--- config.mk ---
export PLATFORM = sky130hd
export DESIGN_NAME = mvu_pe_acc_fold
export DESIGN_NICKNAME = d
export VERILOG_FILES = /design/src/rtl/mvau_pkg.sv /design/src/rtl/mvu_acc_addsat.sv /design/src/rtl/mvu_pe_acc_fold.sv
export SDC_FILE = /design/constraint.sdc
export NUM_CORES = 1
export LEC_CHECK = 0
export CAP_MARGIN = 10
export CORE_UTILIZATION = 59
export DETAILED_ROUTE_END_ITERATION = 10
export MAX_ROUTING_LAYER = met4
export PLACE_DENSITY = 0.94
export SYNTH_ARGS = -nofsm -noshare
export SYNTH_HDL_FRONTEND = slang
export SYNTH_HIERARCHICAL = 1
export SYNTH_SLANG_ARGS = --single-unit
--- constraint.sdc ---
create_clock -name clk -period 6 [get_ports clk]
set_input_delay 0.6 -clock clk [delete_from_list [all_inputs] [get_ports clk]]
set_output_delay 0.6 -clock clk [all_outputs]
set_load 0.01 [all_outputs]
--- src/rtl/mvau_pkg.sv ---
// Shared MVAU definitions used by the PE accumulator family.
//   MAX_ACC_W      : widest accumulator the helper functions can describe.
//   acc_word_t     : container type for accumulator bounds (low ACC_W bits used).
//   acc_max/acc_min: largest/smallest representable value of an ACC_W-bit word.
//   acc_params_ok  : legality of an accumulator parameter set.
//   cnt_width      : fold counter width for a given synapse fold (>= 1 bit).
package mvau_pkg;

  localparam int MAX_ACC_W = 64;

  typedef logic [MAX_ACC_W-1:0] acc_word_t;

  // Largest value as an ACC_W-bit pattern: 0111..1 signed, 111..1 unsigned.
  function automatic acc_word_t acc_max(int acc_w, bit is_signed);
    acc_word_t r;
    int        ones;
    r    = '0;
    ones = is_signed ? acc_w - 1 : acc_w;
    for (int i = 0; i < MAX_ACC_W; i++) begin
      if (i < ones) r[i] = 1'b1;
    end
    return r;
  endfunction

  // Smallest value as an ACC_W-bit pattern: 100..0 signed, 0 unsigned.
  function automatic acc_word_t acc_min(int acc_w, bit is_signed);
    acc_word_t r;
    r = '0;
    if (is_signed) r[acc_w-1] = 1'b1;
    return r;
  endfunction

  function automatic bit acc_params_ok(int in_w, int acc_w, int sf);
    return (in_w >= 1) && (acc_w >= in_w) && (acc_w <= MAX_ACC_W) && (sf >= 1);
  endfunction

  function automatic int cnt_width(int sf);
    return (sf > 1) ? $clog2(sf) : 1;
  endfunction

endpackage

--- src/rtl/mvu_acc_addsat.sv ---
// Combinational extend-add-clamp stage for PE accumulators.
//   base : running ACC_W-bit accumulator value (already clamped/wrapped).
//   in   : IN_W-bit partial sum, sign- or zero-extended per SIGNED.
//   sum  : base + in, clamped (SATURATE=1) or wrapped (SATURATE=0).
//   ovf  : exact sum was not representable in ACC_W bits.
module mvu_acc_addsat
  import mvau_pkg::*;
#(
  parameter int IN_W     = 16,
  parameter int ACC_W    = 24,
  parameter int SIGNED   = 1,
  parameter int SATURATE = 0
) (
  input  logic [ACC_W-1:0] base,
  input  logic [IN_W-1:0]  in,
  output logic [ACC_W-1:0] sum,
  output logic             ovf
);

  localparam acc_word_t        MAX_W = acc_max(ACC_W, SIGNED != 0);
  localparam acc_word_t        MIN_W = acc_min(ACC_W, SIGNED != 0);
  localparam logic [ACC_W-1:0] MAX_V = MAX_W[ACC_W-1:0];
  localparam logic [ACC_W-1:0] MIN_V = MIN_W[ACC_W-1:0];

  // One guard bit makes the sum exact for both signed and unsigned operands.
  logic [ACC_W:0] base_x;
  logic [ACC_W:0] in_x;
  logic [ACC_W:0] sum_x;

  if (SIGNED != 0) begin : g_signed
    assign base_x = {base[ACC_W-1], base};
    assign in_x   = {{(ACC_W+1-IN_W){in[IN_W-1]}}, in};
  end else begin : g_unsigned
    assign base_x = {1'b0, base};
    assign in_x   = {{(ACC_W+1-IN_W){1'b0}}, in};
  end

  assign sum_x = base_x + in_x;

  always_comb begin
    // NOTE: every output gets a default first so no path through this block can infer a latch.
    ovf = (SIGNED != 0) ? (sum_x[ACC_W] ^ sum_x[ACC_W-1]) : sum_x[ACC_W];
    sum = sum_x[ACC_W-1:0];
    if ((SATURATE != 0) && ovf) begin
      // Signed: the guard bit is the true sign, so it picks the rail.
      sum = ((SIGNED != 0) && sum_x[ACC_W]) ? MIN_V : MAX_V;
    end
  end

endmodule

--- src/rtl/mvu_pe_acc_fold.sv ---
// Self-folding PE accumulator on the MVAU stream path.
// Accumulates SF beats (or fewer when in_last is set) from the adder tree
// and presents the sum on a valid/ready output held until taken.
//   clk, rst          : clock, synchronous active-high reset.
//   in_v/in_rdy       : input beat handshake; in_acc is the partial sum.
//   in_last           : forces the current beat to close the fold.
//   out_v/out_rdy     : result handshake; out_acc/out_ovf stable while stalled.
//   out_ovf           : an overflow/clamp happened somewhere in this fold.
module mvu_pe_acc_fold
  import mvau_pkg::*;
#(
  parameter int IN_W     = 16,
  parameter int ACC_W    = 24,
  parameter int SF       = 4,
  parameter int SIGNED   = 1,
  parameter int SATURATE = 0
) (
  input  logic             clk,
  input  logic             rst,
  input  logic             in_v,
  output logic             in_rdy,
  input  logic [IN_W-1:0]  in_acc,
  input  logic             in_last,
  output logic             out_v,
  input  logic             out_rdy,
  output logic [ACC_W-1:0] out_acc,
  output logic             out_ovf
);

  localparam int               CNT_W    = cnt_width(SF);
  localparam logic [CNT_W-1:0] CNT_LAST = CNT_W'(SF - 1);

  if (!acc_params_ok(IN_W, ACC_W, SF)) begin : g_param_check
    $error("mvu_pe_acc_fold: need 1 <= IN_W <= ACC_W <= %0d and SF >= 1", MAX_ACC_W);
  end

  logic [CNT_W-1:0] cnt;
  logic [ACC_W-1:0] acc;
  logic             ovf;
  logic             fin;
  logic             acc_en;
  logic [ACC_W-1:0] base;
  logic [ACC_W-1:0] sum_r;
  logic             ov_now;

  assign fin    = (cnt == CNT_LAST) || in_last;
  // Only a closing beat needs the output slot; partial beats always flow.
  assign in_rdy = !fin || !out_v || out_rdy;
  assign acc_en = in_v && in_rdy;
  // The first beat starts from zero, so acc never needs clearing between folds.
  assign base   = (cnt == '0) ? '0 : acc;

  mvu_acc_addsat #(
    .IN_W    (IN_W),
    .ACC_W   (ACC_W),
    .SIGNED  (SIGNED),
    .SATURATE(SATURATE)
  ) u_addsat (
    .base(base),
    .in  (in_acc),
    .sum (sum_r),
    .ovf (ov_now)
  );

  always_ff @(posedge clk) begin
    // NOTE: state uses non-blocking assignments so every register samples pre-edge values.
    if (rst) begin
      cnt     <= '0;
      acc     <= '0;
      ovf     <= 1'b0;
      out_v   <= 1'b0;
      out_acc <= '0;
      out_ovf <= 1'b0;
    end else begin
      if (out_v && out_rdy) out_v <= 1'b0;
      if (acc_en) begin
        if (fin) begin
          // Overrides the clear above: back-to-back results without a bubble.
          out_acc <= sum_r;
          out_ovf <= ovf | ov_now;
          out_v   <= 1'b1;
          cnt     <= '0;
          ovf     <= 1'b0;
        end else begin
          acc <= sum_r;
          cnt <= cnt + CNT_W'(1);
          ovf <= ovf | ov_now;
        end
      end
    end
  end

endmodule
==> results.txt <==
Notes on the flow outputs.

- The worst stage delay on the critical path is between 0.7 and 0.8 ns.
- The fraction of the mapped netlist area in adder cells is roughly a tenth.
- The mux cell area share after synthesis reads under 10%.
- By instance count, the leading cell after synthesis is dfxtp_1.
- The tool warning count for the run is 28.
- The run finished with clean final reports.
- The synthesized netlist contains about 52 unique library cells.
- The weighted congestion reported at the end of routability-driven placement is 0.899.
- The startpoint class of the critical path is a register.
- The routing usage on met2 reads around half.
- For the worst min-delay path, the startpoint reported by OpenROAD is ovf.
- The area occupied by multi-input gates is 2190 sq um.
- The critical path is of the register to register type.
- The final layout contains roughly 480 nets.
- The met1 track demand over resource is 29.8%.
- The initial antenna violation count is 0.
- The die extent in x reads 78.2 um.
- The post-cts resize count is 0.
- The critical path ends at out_ovf.
- The reported net switching power is roughly 220 uW.
- The script reports the combined buffer and inverter count of the critical path as 1.
- The leakage power of the design reads about 1.6 nW.
- The signal on the critical path passes through inv_1, ha_1, nor2b_1, ha_1, fa_1, a211oi_2, o21ai_2, a31oi_2, o31ai_2, a31oi_2, nor4b_2, a211o_1, nor4_1, nor3_1.
- The global routing report lists combined usage of all routing layers as 28.4%.
- The total iterations of the first detailed-routing run reads 4.
- The report puts the hold buffer count at CTS at 0.
- Per the post-synthesis report, the nets total ~440.
- The number of antenna cells inserted is 0.
- Setup slack on the worst reg-to-reg path comes out at roughly 1.9 ns.
- Setup repair after global routing left no endpoint under its margin.
- In this run the layout overhead on the synthesized area is reported as 15.1%.
- In this run the post-CTS setup repair buffer count came out at 0.
- The busiest metal layer after global routing is met2.
[registers in the layout, indices dropped and copies added (netlist names)]
| register | count |
|---|---|
| acc | 24 |
| ovf | 1 |
| out_v | 1 |
| cnt | 2 |
| out_ovf | 1 |
| out_acc | 24 |
[cell type report]
class | instances | area share [%]
Sequential cell | 53 | 26.9
Tap cell | 72 | 2.28
Clock inverter | 2 | 0.254
Inverter | 11 | 1.05
Timing Repair Buffer | 49 | 12.2
Clock buffer | 6 | 1.84
Multi-Input combinational cell | 310 | 55.5
[cells by family after synthesis]
family	Yosys count
adder cells (fa/ha/maj)	27
AND-OR/OR-AND	127
flip-flops	53
XOR/XNOR	21
buffers and inverters	33
AND/OR/NAND/NOR	111
multiplexers	24
[metrics by stage]
| stage | hold WS [ns] | power (mW) |
|---|---|---|
| 2_1_floorplan | 0.443 | 0.502 |
| 4_1_cts | 0.480 | 0.753 |
| 5_1_grt | 0.508 | 0.785 |
| 6_report | 0.474 | 0.748 |
| 3_5_place_dp | 0.463 | 0.556 |
| 3_3_place_gp | 0.451 | 0.549 |
[power groups by stage]
| stage | Sequential, mW | Clock (mW) | Combinational, mW |
|---|---|---|---|
| 6_report | 0.381 | 0.198 | 0.169 |
| 5_1_grt | 0.384 | 0.218 | 0.184 |
| 3_5_place_dp | 0.389 | 0 | 0.166 |
| 2_1_floorplan | 0.392 | 0 | 0.110 |
| 4_1_cts | 0.381 | 0.203 | 0.168 |
| 3_3_place_gp | 0.388 | 0 | 0.161 |
[tightest hold or removal path, cell delays in order, from the launching register on]
cell and delay (ns):
dfxtp_1 0.32, nand2b_1 0.06, o21ai_1 0.05
[cell usage in the layout, fill, tap and decap left out, types with 2 or more instances in the layout]
cell type,count
o211ai_2,2
clkinv_2,2
xnor2_1,9
o21ai_2,2
mux2i_1,24
a21o_1,12
nand2_1,9
inv_1,11
nor3_1,2
xor2_1,12
dfxtp_1,53
buf_4,2
nor2_1,29
a21oi_1,47
a211o_1,2
and2_1,2
nand4_1,3
a211oi_2,3
o21ai_1,4
o21ai_0,33
nand3b_1,2
ha_1,26
clkdlybuf4s50_1,46
nor2b_1,25
clkbuf_8,5
o21a_1,3
o221ai_1,3
nand3_1,28
o21bai_1,3
nand2b_1,3
a31oi_2,2
o211ai_1,3
[per-layer routing]
metal | part of all wire [%] | wire [um]
met1 | 40 | 3300
met2 | 53 | 4310
met3 | 5.3 | 437
met4 | 1.9 | 159
met5 | 0 | 0
[how the worst min path moves through the flow]
stage,end,slack [ns],cells after the start
final,ovf,0.47,2
after global routing,out_acc[21],0.51,2
after CTS,ovf,0.48,2
after detailed placement,ovf,0.46,2
after global placement,ovf,0.45,2
after floorplan,ovf,0.44,2
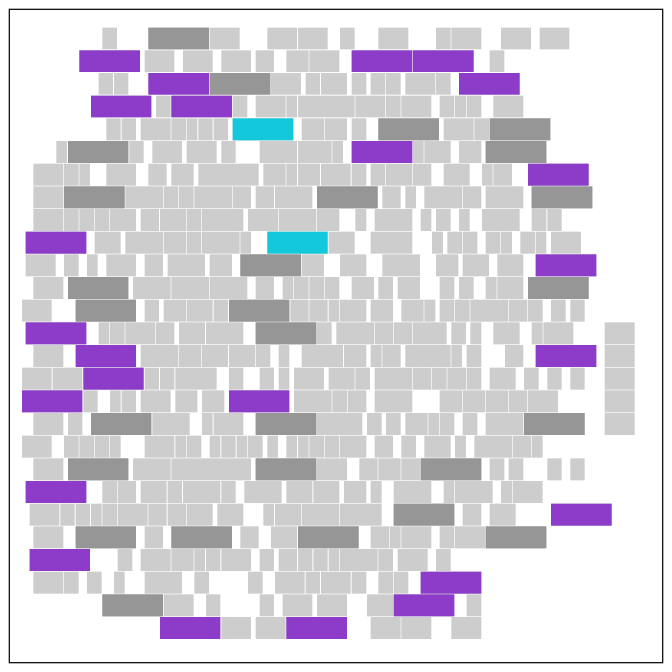
(register map, names as in the netlist)
`out_acc` -> purple  # flops 24, where all over the die
`cnt` -> cyan  # flops 2
not colored = 27
combined flip-flop and latch cell area: 1060 sq um
final core utilization: 71.3%
flip-flop and latch power: 381 uW
share of cell area taken by flip-flops and latches: 26.9%

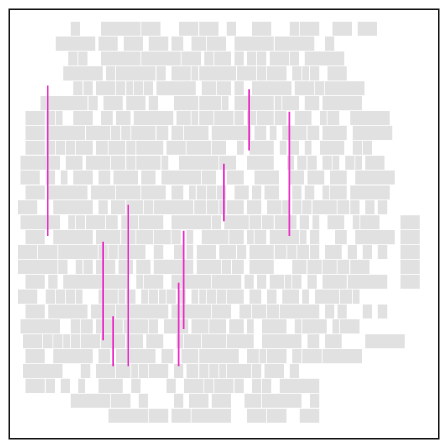
(the metal 4 layer)
wire length on this layer = 159 um
nets with wire on the layer = 9
longest straight run = 29.2 um
share of all routed wire = 1.9%
Via Count: 3095
total wire length: 8.21 mm

Power and IR drop assume default switching activity.
